File: config.mk
export PLATFORM = sky130hd
export DESIGN_NAME = mul8b_seq_ctrl
export DESIGN_NICKNAME = d
export VERILOG_FILES = /design/src/rtl/mul8b_seq_ctrl.sv
export SDC_FILE = /design/constraint.sdc
export NUM_CORES = 1
export LEC_CHECK = 0
export ABC_AREA = 1
export CAP_MARGIN = 20
export CORE_MARGIN = 1.5
export CORE_UTILIZATION = 57
export DETAILED_ROUTE_END_ITERATION = 12
export HOLD_SLACK_MARGIN = 0.05
export PLACE_DENSITY_LB_ADDON = 0.12
export SYNTH_ARGS = -nofsm -noshare
export SYNTH_HDL_FRONTEND = slang
export SYNTH_HIERARCHICAL = 1
export SYNTH_SLANG_ARGS = --single-unit
export TNS_END_PERCENT = 10
File: constraint.sdc
create_clock -name clk -period 5.15 [get_ports clk]
set_clock_uncertainty 0.1 [all_clocks]
set_input_delay 0.7725 -clock clk [delete_from_list [all_inputs] [get_ports clk]]
set_output_delay 0.7725 -clock clk [all_outputs]
set_load 0.005 [all_outputs]
File: src/rtl/mul8b_seq_ctrl.sv
// mul8b_seq_ctrl: sequential 8x8 unsigned multiplier using one 4x4 core.
// Ports: clk, rst_n(sync), start/a/b in; busy, done, p[15:0] out.

module mul4b (
  input  logic a0,
  input  logic a1,
  input  logic a2,
  input  logic a3,
  input  logic b0,
  input  logic b1,
  input  logic b2,
  input  logic b3,
  output logic m0,
  output logic m1,
  output logic m2,
  output logic m3,
  output logic m4,
  output logic m5,
  output logic m6,
  output logic m7
);
  logic [3:0] w_a;
  logic [3:0] w_b;
  assign w_a = {a3, a2, a1, a0};
  assign w_b = {b3, b2, b1, b0};
  assign {m7, m6, m5, m4, m3, m2, m1, m0} =
    {4'h0, w_a} * {4'h0, w_b};
endmodule

module mul8b_seq_ctrl #(
  parameter bit DONE_HOLD = 1'b0
) (
  input  logic        clk,
  input  logic        rst_n,
  input  logic        start,
  input  logic [7:0]  a,
  input  logic [7:0]  b,
  output logic        busy,
  output logic        done,
  output logic [15:0] p
);
  typedef enum logic [1:0] {
    S_IDLE,
    S_CALC,
    S_FIN
  } state_t;

  state_t      r_state;
  state_t      w_next;
  logic        w_load;
  logic        w_acc_en;
  logic        w_fin;
  logic [7:0]  r_a;
  logic [7:0]  r_b;
  logic [1:0]  r_step;
  logic [15:0] r_acc;
  logic [15:0] r_p;
  logic        r_done;
  logic [3:0]  w_na;
  logic [3:0]  w_nb;
  logic [7:0]  w_m;
  logic [15:0] w_pp;

  always_ff @(posedge clk) begin
    if (!rst_n) r_state <= S_IDLE;
    else        r_state <= w_next;
  end

  always_comb begin
    w_next   = r_state;
    w_load   = 1'b0;
    w_acc_en = 1'b0;
    w_fin    = 1'b0;
    unique case (r_state)
      S_IDLE: begin
        if (start) begin
          w_load = 1'b1;
          w_next = S_CALC;
        end
      end
      S_CALC: begin
        w_acc_en = 1'b1;
        if (r_step == 2'd3) w_next = S_FIN;
      end
      S_FIN: begin
        w_fin  = 1'b1;
        w_next = S_IDLE;
      end
      default: w_next = S_IDLE;
    endcase
  end

  // step[0] picks the high nibble of a, step[1] the high nibble of b
  assign w_na = r_step[0] ? r_a[7:4] : r_a[3:0];
  assign w_nb = r_step[1] ? r_b[7:4] : r_b[3:0];

  mul4b u_mul (
    .a0(w_na[0]), .a1(w_na[1]), .a2(w_na[2]), .a3(w_na[3]),
    .b0(w_nb[0]), .b1(w_nb[1]), .b2(w_nb[2]), .b3(w_nb[3]),
    .m0(w_m[0]), .m1(w_m[1]), .m2(w_m[2]), .m3(w_m[3]),
    .m4(w_m[4]), .m5(w_m[5]), .m6(w_m[6]), .m7(w_m[7])
  );

  always_comb begin
    w_pp = 16'h0000;
    unique case (r_step)
      2'd0:    w_pp = {8'h00, w_m};
      2'd1:    w_pp = {4'h0, w_m, 4'h0};
      2'd2:    w_pp = {4'h0, w_m, 4'h0};
      2'd3:    w_pp = {w_m, 8'h00};
      default: w_pp = 16'h0000;
    endcase
  end

  always_ff @(posedge clk) begin
    if (!rst_n) begin
      r_a    <= 8'h00;
      r_b    <= 8'h00;
      r_step <= 2'd0;
      r_acc  <= 16'h0000;
      r_p    <= 16'h0000;
      r_done <= 1'b0;
    end else begin
      if (w_load) begin
        r_a    <= a;
        r_b    <= b;
        r_acc  <= 16'h0000;
        r_step <= 2'd0;
      end
      if (w_acc_en) begin
        r_acc  <= r_acc + w_pp;
        r_step <= r_step + 2'd1;
      end
      if (w_fin) r_p <= r_acc;
      // hold mode keeps done until the next accepted start
      if (w_fin)
        r_done <= 1'b1;
      else if (!DONE_HOLD || w_load)
        r_done <= 1'b0;
    end
  end

  assign busy = (r_state != S_IDLE);
  assign done = r_done;
  assign p    = r_p;
endmodule
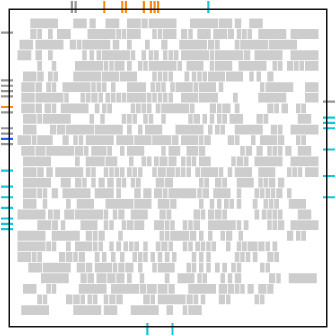
Run 1: pin placement
Pins as bars across the die edge, other pins in gray.
| color | port | pins | direction | edge |
|---|---|---|---|---|
| orange | b | 8 | input | 7 top, 1 left |
| cyan | p | 16 | output | 7 left, 6 right, 2 bottom, 1 top |
| blue | busy | 1 | output | left |
all pins by edge: 18 left, 10 top, 7 right, 2 bottom

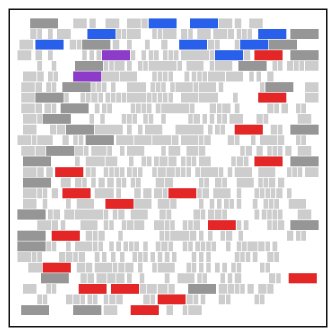
Run 1: register map, names as in the netlist
Other sequential cells in the stronger gray, the rest of the logic in the fainter gray.
| color | name in the netlist | placed flops |
|---|---|---|
| red | r_acc | 16 |
| blue | r_b | 8 |
| purple | r_step | 2 |

==> run_results.csv, run 1 <==
group,metric,value,unit
floorplan,initCoreUtil,58.8,%
hold_path,hp-class,"reg -> reg",
critical_path,cp-end-kind,"flop",
final_timing,finalSetupViolations,0,
power_and_ir_drop,power.density,212,nW/um^2
power_and_ir_drop,p_comb_share,16.0,%
hold_path,hp-start,"r_acc[15]",
route,wl,8.08,mm
critical_path,worstPathArrival,4620,ps
synth,top_area_cell,"dfxtp_1",
floorplan,die-area,6550,sq um
route,post_drt_wl_per_cell,12.6,um
synth,topCombFamilyByArea,"simple AND/OR/NAND/NOR gates",
clock_network,cts-root-buf,"clkbuf_8",
cells_and_area,postLayoutCellArea,3970,sq um
cells_and_area,dominant_cells,"combinational gates",
critical_path,r2r-end,"r_acc[15]",
synth,syn_avg_cell_area,6.50,sq um
critical_path,reg2reg_from,"r_step[0]",
final_timing,holdWs,370,ps
cells_and_area,drive_gt1_share,3.18,%
route,first_iter_violations,202,
status,status,"finished clean",
placed_design,place.gp.congestion,0.898,
hold_path,hold_end,"r_acc[15]",
clock_network,clk_path_buf_depth,2,
cells_and_area,syn_to_final_growth,14.5,%
synth,ys.flop_type,"dfxtp_1",
floorplan,die_w,81.0,um
critical_path,endpoint,"r_acc[15]",
cells_and_area,n_clock_buffer,7,
synth,yosys_warnings,6,
placed_design,post_dp_cell_area,3860,sq um
grt,grt_overflow,0,
synth,ys_chip_area,3460,sq um
critical_path,cp.required,5290,ps
cells_and_area,clk_share,2.65,%
cells_and_area,inverters,80,
synth,adder_share,13.4,%
grt,antenna_found_initial,0,
final_timing,finalHoldViolations,0,
critical_path,rrSetupSlack,670,ps
synth,synth-xor-area-share,1.01,%
route,wl_met2,3.62,mm
final_timing,slew_violations,0,
final_timing,worst_slew_pin_slew,718,ps
power_and_ir_drop,max-vdd-ir-drop,0.197,mV
power_and_ir_drop,power,0.840,mW
critical_path,path_cells,"inv_1 -> nand2_1 -> nand2_1 -> nand2_1 -> fa_1 -> inv_1 -> fa_1 -> fa_1 -> nand3_1 -> nand2_1 -> xor2_1 -> inv_1 -> o22ai_1 -> ha_1 -> nand2_1 -> inv_1 -> nand2_1 -> nand2_1 -> a21oi_1 -> nand2_1 -> nand2_1 -> nand3_1 -> a21oi_1",
power_and_ir_drop,power_clock,0.271,mW
critical_path,crit_top_cell,"nand2_1",
cells_and_area,diodes,0,
route,detail_route.wirelength.met1,3.91,mm
clock_network,path_clk_slew,100,ps
synth,aoi_share,11.9,%
final_timing,rsz0062_at_grt,"no",
synth,ys_types,31,
critical_path,cpPeakStageDelay,550,ps
clock_network,cts_sinks,53,
route,highest_layer,"met4",
critical_path,reg2regPathDepth,23,
critical_path,path_max_fanout,7,
clock_network,htreeDepth,2,
route,final_antenna_net_count,0,
grt,grt_max_degree,35,
route,drc,0,
clock_network,cts_tree,"done",
cells_and_area,combAreaFraction,51.4,%
power_and_ir_drop,netSwitchingPower,0.239,mW
clock_network,insertion_delay,310,ps
final_timing,relSlewSlack,52.1,%
synth,synth.top_cells.by_count,"nand2_1 (152), nor2_1 (79), inv_1 (77)",
cells_and_area,fill_cells,565,
route,wl_met3,434,um
synth,yosysTopAreaCellShare,30.6,%
clock_network,cts_resized,0,
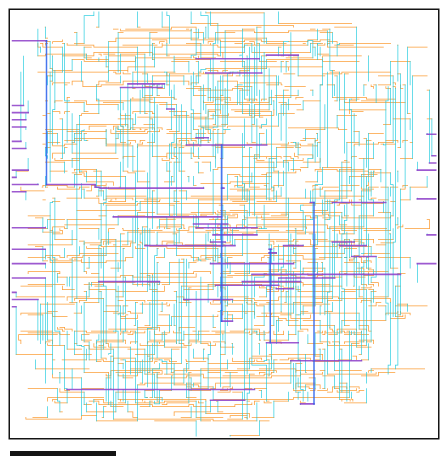
Run 1: routed metal, one color a layer
The bar under the picture is 20 um long.
| color | layer | wire length |
|---|---|---|
| blue | M4 | 116 um |
| cyan | M2 | 3,620 um |
| purple | M3 | 434 um |
| orange | M1 | 3,910 um |

==> run 1: stage by stage <==
step           cells  setup slack [ps]
2_1_floorplan    533              1250
3_3_place_gp     633               857
3_5_place_dp     633               762
4_1_cts          641               686
5_1_grt          641               346
6_report         641               666
==> run 1: cell usage in the layout (no fill, tap or decap), types with 2 or more instances in the layout <==
master / count
nand2_1: 152
nor2_1: 79
inv_1: 77
dfxtp_1: 53
o21ai_0: 37
clkdlybuf4s50_1: 36
ha_1: 29
a21oi_1: 25
nand3_1: 24
o22ai_1: 8
clkbuf_8: 7
fa_1: 5
a21boi_0: 4
xor2_1: 4
nor3_1: 3
nand4_1: 3
a22oi_1: 3
inv_2: 2
nand3b_1: 2
or2_2: 2
## Run 2: what changed since run 1
Settings changed: ABC_CLOCK_PERIOD_IN_PS from default to 5150, SLEW_MARGIN from default to 5.
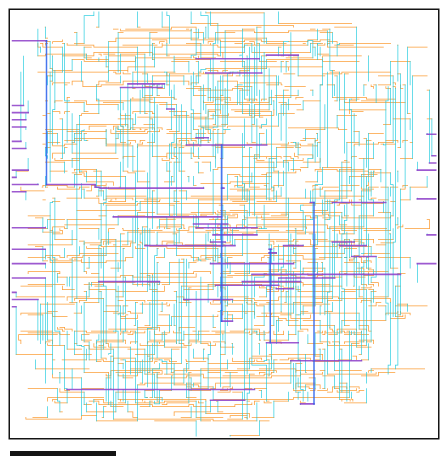
Run 2: routed metal, one color a layer
The bar under the picture is 20 um long.
| color | layer | wire length |
|---|---|---|
| orange | M1 | 3,910 um |
| purple | M3 | 434 um |
| blue | M4 | 116 um |
| cyan | M2 | 3,620 um |

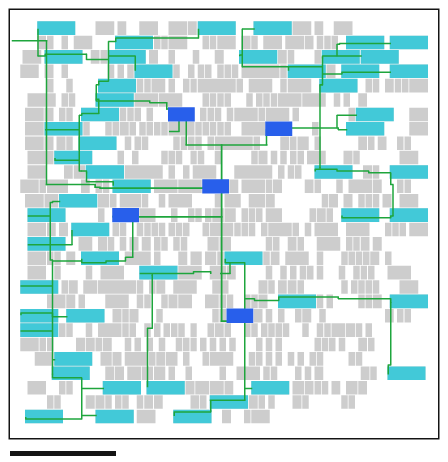
Run 2: routed clock nets over the placement
The bar under the picture is 20 um long.
[cyan] flip-flops | count: 53
[blue] clock-net drivers | count: 5
[green] clock wires | length: 668 um
flops lie: all over the die
routed clock nets: 6

==> run 2 against run 1 <==
  * Critical path depth is the same
  * Worst setup slack is the same
  * Synthesized area is the same
  * Hold slack is the same
  * Largest cell class unchanged
  * Largest power group unchanged
==> run_results.csv, run 2 <==
group,metric,value,unit
final_timing,fin_crit,4480,ps
critical_path,reg2regPathDepth,23,
clock_network,cts-root-buf,"clkbuf_8",
floorplan,core,5890,sq um
final_timing,holdWs,370,ps
grt,met3_usage,4.04,%
critical_path,path_max_fanout,7,
route,wl_met3,434,um
cells_and_area,layout_top_cells,"nand2_1 (152), nor2_1 (79), inv_1 (77)",
placed_design,place.gp.congestion,0.898,
final_timing,layout_setup_ws,666,ps
power_and_ir_drop,power_clock,0.271,mW
power_and_ir_drop,max-vdd-ir-drop,0.197,mV
critical_path,cp-end-kind,"flop",
floorplan,die-area,6550,sq um
cells_and_area,combAreaFraction,51.4,%
clock_network,path_clk_slew,100,ps
critical_path,cpPeakStageDelay,550,ps
grt,grt_overflow,0,
placed_design,post_dp_cell_area,3860,sq um
cells_and_area,diodes,0,
grt,grt_pass1_vias,2929,
power_and_ir_drop,netSwitchingPower,0.239,mW
synth,yosysTopAreaCellShare,30.6,%
clock_network,insertion_delay,310,ps
final_timing,rsz0062_at_grt,"no",
grt,antenna_found_initial,0,
clock_network,htreeDepth,2,
final_timing,finalSetupViolations,0,
final_timing,finalHoldViolations,0,
clock_network,cts_hold_buf,0,
route,final_antenna_net_count,0,
final_timing,finalCritPeriodShare,87.1,%
synth,floorplan.nets,586,
route,detail_route.wirelength.met1,3.91,mm
power_and_ir_drop,power.density,212,nW/um^2
route,first_iter_violations,202,
clock_network,cts_tree,"done",
route,post_drt_wl_per_cell,12.6,um
floorplan,initCoreUtil,58.8,%
cells_and_area,inverters,80,
cells_and_area,n_clock_buffer,7,
job,warnings,27,
power_and_ir_drop,p_seq,0.435,mW
cells_and_area,postLayoutCellArea,3970,sq um
clock_network,cts_sinks,53,
cells_and_area,dominant_cells,"combinational gates",
cells_and_area,fill_cells,565,
route,wl,8.08,mm
synth,yosys_warnings,6,
placed_design,place_ws,762,ps
critical_path,path_depth,23,
route,highest_layer,"met4",
synth,synth-edff-count,0,
synth,ys_chip_area,3460,sq um
critical_path,critPathKind,"reg -> reg",
synth,synth.top_cells.by_count,"nand2_1 (152), nor2_1 (79), inv_1 (77)",
cells_and_area,syn_to_final_growth,14.5,%
clock_network,cts_resized,0,
synth,syn_avg_cell_area,6.50,sq um
power_and_ir_drop,p_comb_share,16.0,%
floorplan,die_w,81.0,um
synth,ys_types,31,
grt,grt_max_degree,35,
final_timing,relSlewSlack,52.1,%
cells_and_area,fin_cells,641,
hold_path,hp-class,"reg -> reg",
critical_path,worstPathArrival,4620,ps
critical_path,cp.required,5290,ps
critical_path,crit_family,"adder cells",
status,status,"finished clean",
cells_and_area,drive_gt1_share,3.18,%
synth,top_area_cell,"dfxtp_1",
cells_and_area,sh_seq_area,26.8,%
critical_path,path_cells,"inv_1 -> nand2_1 -> nand2_1 -> nand2_1 -> fa_1 -> inv_1 -> fa_1 -> fa_1 -> nand3_1 -> nand2_1 -> xor2_1 -> inv_1 -> o22ai_1 -> ha_1 -> nand2_1 -> inv_1 -> nand2_1 -> nand2_1 -> a21oi_1 -> nand2_1 -> nand2_1 -> nand3_1 -> a21oi_1",
critical_path,crit_top_cell,"nand2_1",
final_timing,slew_violations,0,
power_and_ir_drop,power,0.840,mW
placed_design,dp.cells,633,
cells_and_area,final_layout_top_logic_cell,"nand2_1",
synth,ys.flop_type,"dfxtp_1",
route,wl_met2,3.62,mm
clock_network,clk_path_buf_depth,2,
final_timing,worst_slew_pin_slew,718,ps
route,vias,3328,
route,drc,0,
cells_and_area,clk_share,2.65,%
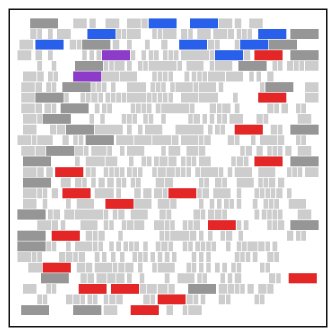
Run 2: register map, names as in the netlist
Other sequential cells in the stronger gray, the rest of the logic in the fainter gray.
| color | name in the netlist | placed flops |
|---|---|---|
| blue | r_b | 8 |
| red | r_acc | 16 |
| purple | r_step | 2 |
not colored: 27

-- run 2: final timing paths --
check,start,end,slack (ps)
worst max register to register,r_step[0],r_acc[15],670
worst min-delay path,r_acc[15],r_acc[15],370
worst min register to register,r_acc[15],r_acc[15],370
worst max-delay path,r_step[0],r_acc[15],670
-- run 2: kinds of logic (layout without fill, tap and decap cells) --
family | count (synthesis) | count (layout) | synth area share [%]
xor gates and xnor gates | 4 | 4 | 1.01
buffers and inverters | 92 | 125 | 10.5
adders and majority gates | 34 | 34 | 13.4
DFF | 53 | 53 | 30.6
and+or+nand+nor | 273 | 273 | 32.5
AOI/OAI and AO/OA | 77 | 77 | 11.9
Run 2, pin placement:
Pins as bars across the die edge, other pins in gray.
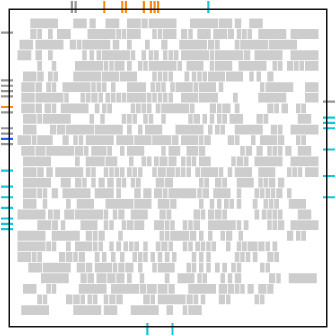

## Run 3: what changed since run 2
Settings changed: CELL_PAD_IN_SITES_DETAIL_PLACEMENT from default to 0, CELL_PAD_IN_SITES_GLOBAL_PLACEMENT from default to 1, CORE_UTILIZATION 57 to 40, GPL_TIMING_DRIVEN from default to 0, SKIP_CTS_REPAIR_TIMING from default to 1.
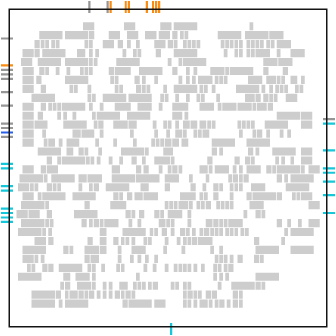
Run 3: pin placement
Pins as bars across the die edge, other pins in gray.
| color | port | pins | direction | edge |
|---|---|---|---|---|
| cyan | p | 16 | output | 8 left, 7 right, 1 bottom |
| blue | busy | 1 | output | left |
| orange | b | 8 | input | 7 top, 1 left |
all pins by edge: 19 left, 9 top, 8 right, 1 bottom

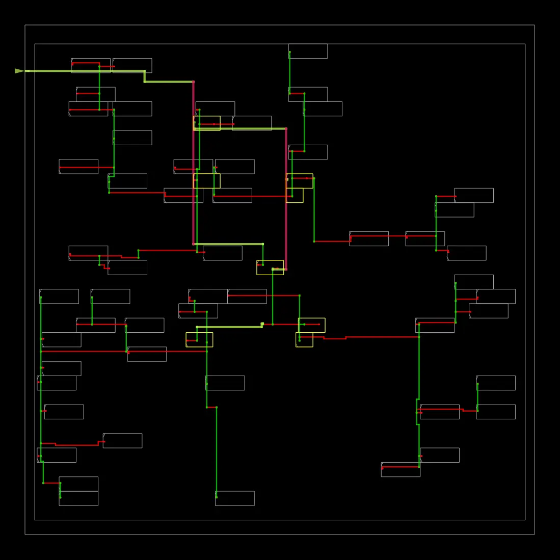
Run 3: the clock network
cts bufs inserted: 5
Clk. pwr: 0.259 mW
clock latency on the worst-skew pair: 310 ps
Flops: 53

==> run 3 against run 2 <==
  * Core utilization shrank 19 points
  * Sequential share of layout area is 0.59 points lower
  * Final area is 2.3% higher
  * Clock power down 4%
  * Critical endpoint is now r_acc[7]
==> run_results.csv, run 3 <==
group,metric,value,unit
synth,syn_avg_cell_area,6.50,sq um
floorplan,initCoreUtil,41.7,%
floorplan,core,8300,sq um
critical_path,startpoint,"r_step[1]",
synth,floorplan.nets,586,
job,warnings,27,
route,vias,3260,
critical_path,cp.required,5300,ps
cells_and_area,final_layout_top_logic_cell,"nand2_1",
route,first_iter_violations,161,
grt,grt_pass1_vias,2856,
clock_network,clk_path_buf_depth,2,
final_timing,worst_slew_pin_slew,608,ps
status,status,"finished clean",
critical_path,reg2reg_from,"r_step[1]",
hold_path,hp-class,"reg -> reg",
route,post_drt_wl_per_cell,12.5,um
cells_and_area,clk_share,2.47,%
synth,aoi_share,11.9,%
placed_design,dp.cells,674,
placed_design,post_dp_cell_area,3960,sq um
power_and_ir_drop,p_comb_share,17.5,%
synth,mux_area_share,0,%
power_and_ir_drop,power,0.839,mW
synth,top_area_cell,"dfxtp_1",
synth,synth-edff-count,0,
route,final_antenna_net_count,0,
cells_and_area,syn_to_final_growth,17.1,%
final_timing,finalHoldViolations,0,
critical_path,critPathKind,"reg -> reg",
cells_and_area,drive_gt1_share,3.81,%
final_timing,rsz0062_at_grt,"no",
floorplan,die_w,96.1,um
critical_path,path_max_fanout,7,
placed_design,place_ws,609,ps
cells_and_area,combAreaFraction,50.2,%
grt,grt_overflow,0,
clock_network,cts-root-buf,"clkbuf_8",
clock_network,cts_tree,"done",
route,detail_route.wirelength.met1,4.32,mm
final_timing,finalSetupViolations,0,
power_and_ir_drop,max-vdd-ir-drop,0.131,mV
synth,synthSimpleGateAreaFrac,32.5,%
floorplan,die-area,9230,sq um
cells_and_area,fill_cells,882,
clock_network,htreeDepth,2,
cells_and_area,n_clock_buffer,6,
critical_path,endpoint,"r_acc[7]",
final_timing,layout_setup_ws,549,ps
cells_and_area,diodes,0,
cells_and_area,sh_seq_area,26.2,%
hold_path,hp-start,"r_acc[15]",
critical_path,crit_top_cell,"nand2_1",
critical_path,cpPeakStageDelay,540,ps
synth,synth.top_cells.by_count,"nand2_1 (152), nor2_1 (79), inv_1 (77)",
synth,ys.flop_type,"dfxtp_1",
synth,topCombFamilyByArea,"simple AND/OR/NAND/NOR gates",
synth,ys_chip_area,3460,sq um
critical_path,path_cells,"inv_1 -> nand2_1 -> nand2_1 -> nand2_1 -> fa_1 -> inv_1 -> fa_1 -> fa_1 -> nand3_1 -> nand2_1 -> xor2_1 -> inv_1 -> o22ai_1 -> ha_1 -> nand2_1 -> inv_1 -> a21oi_1 -> nand2_1 -> a21boi_0 -> o21ai_0 -> a21oi_1",
route,wl_met2,3.86,mm
power_and_ir_drop,netSwitchingPower,0.246,mW
final_timing,slew_violations,0,
critical_path,r2r-end,"r_acc[7]",
grt,grt_max_degree,18,
cells_and_area,dominant_cells,"combinational gates",
final_timing,relSlewSlack,59.5,%
route,wl,8.53,mm
critical_path,cp-end-kind,"flop",
power_and_ir_drop,p_seq,0.433,mW
synth,yosysTopAreaCellShare,30.6,%
cells_and_area,postLayoutCellArea,4060,sq um
synth,synth-xor-area-share,1.01,%
grt,antenna_found_initial,0,
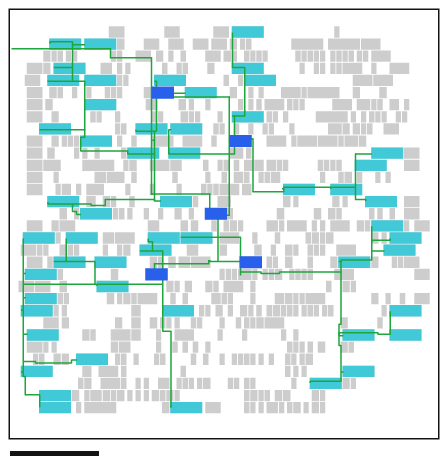
Run 3: routed clock nets over the placement
The bar under the picture is 20 um long.
[cyan] flip-flops | count: 53
[green] clock wires | length: 700 um
[blue] clock-net drivers | count: 5
routed clock nets: 6

## run 3: cell counts after synthesis
Identical to the previous run, type by type.
## run 3: critical path, delay by kind of cell, from the launching register on
| family | cells | cell delay (ps) |
|---|---|---|
| adder cells (fa/ha/maj) | 4 | 1870 |
| AND-OR/OR-AND | 5 | 820 |
| AND/OR/NAND/NOR | 7 | 720 |
| flip-flops | 1 | 400 |
| buffers and inverters | 4 | 400 |
| XOR/XNOR | 1 | 230 |
## run 3: kinds of logic after synthesis
family                   count (synthesis)
AND-OR/OR-AND                           77
XOR/XNOR                                 4
adder cells (fa/ha/maj)                 34
buffers and inverters                   92
flip-flops                              53
AND/OR/NAND/NOR                        273
## run 3: metal layers
layer,up-vias,global-route usage [%]
met2,56,32.5
li1,1762,-
met4,0,4.04
met1,1437,27.2
met3,5,3.16
met5,-,0
Power is estimated from default activity; no workload was simulated.
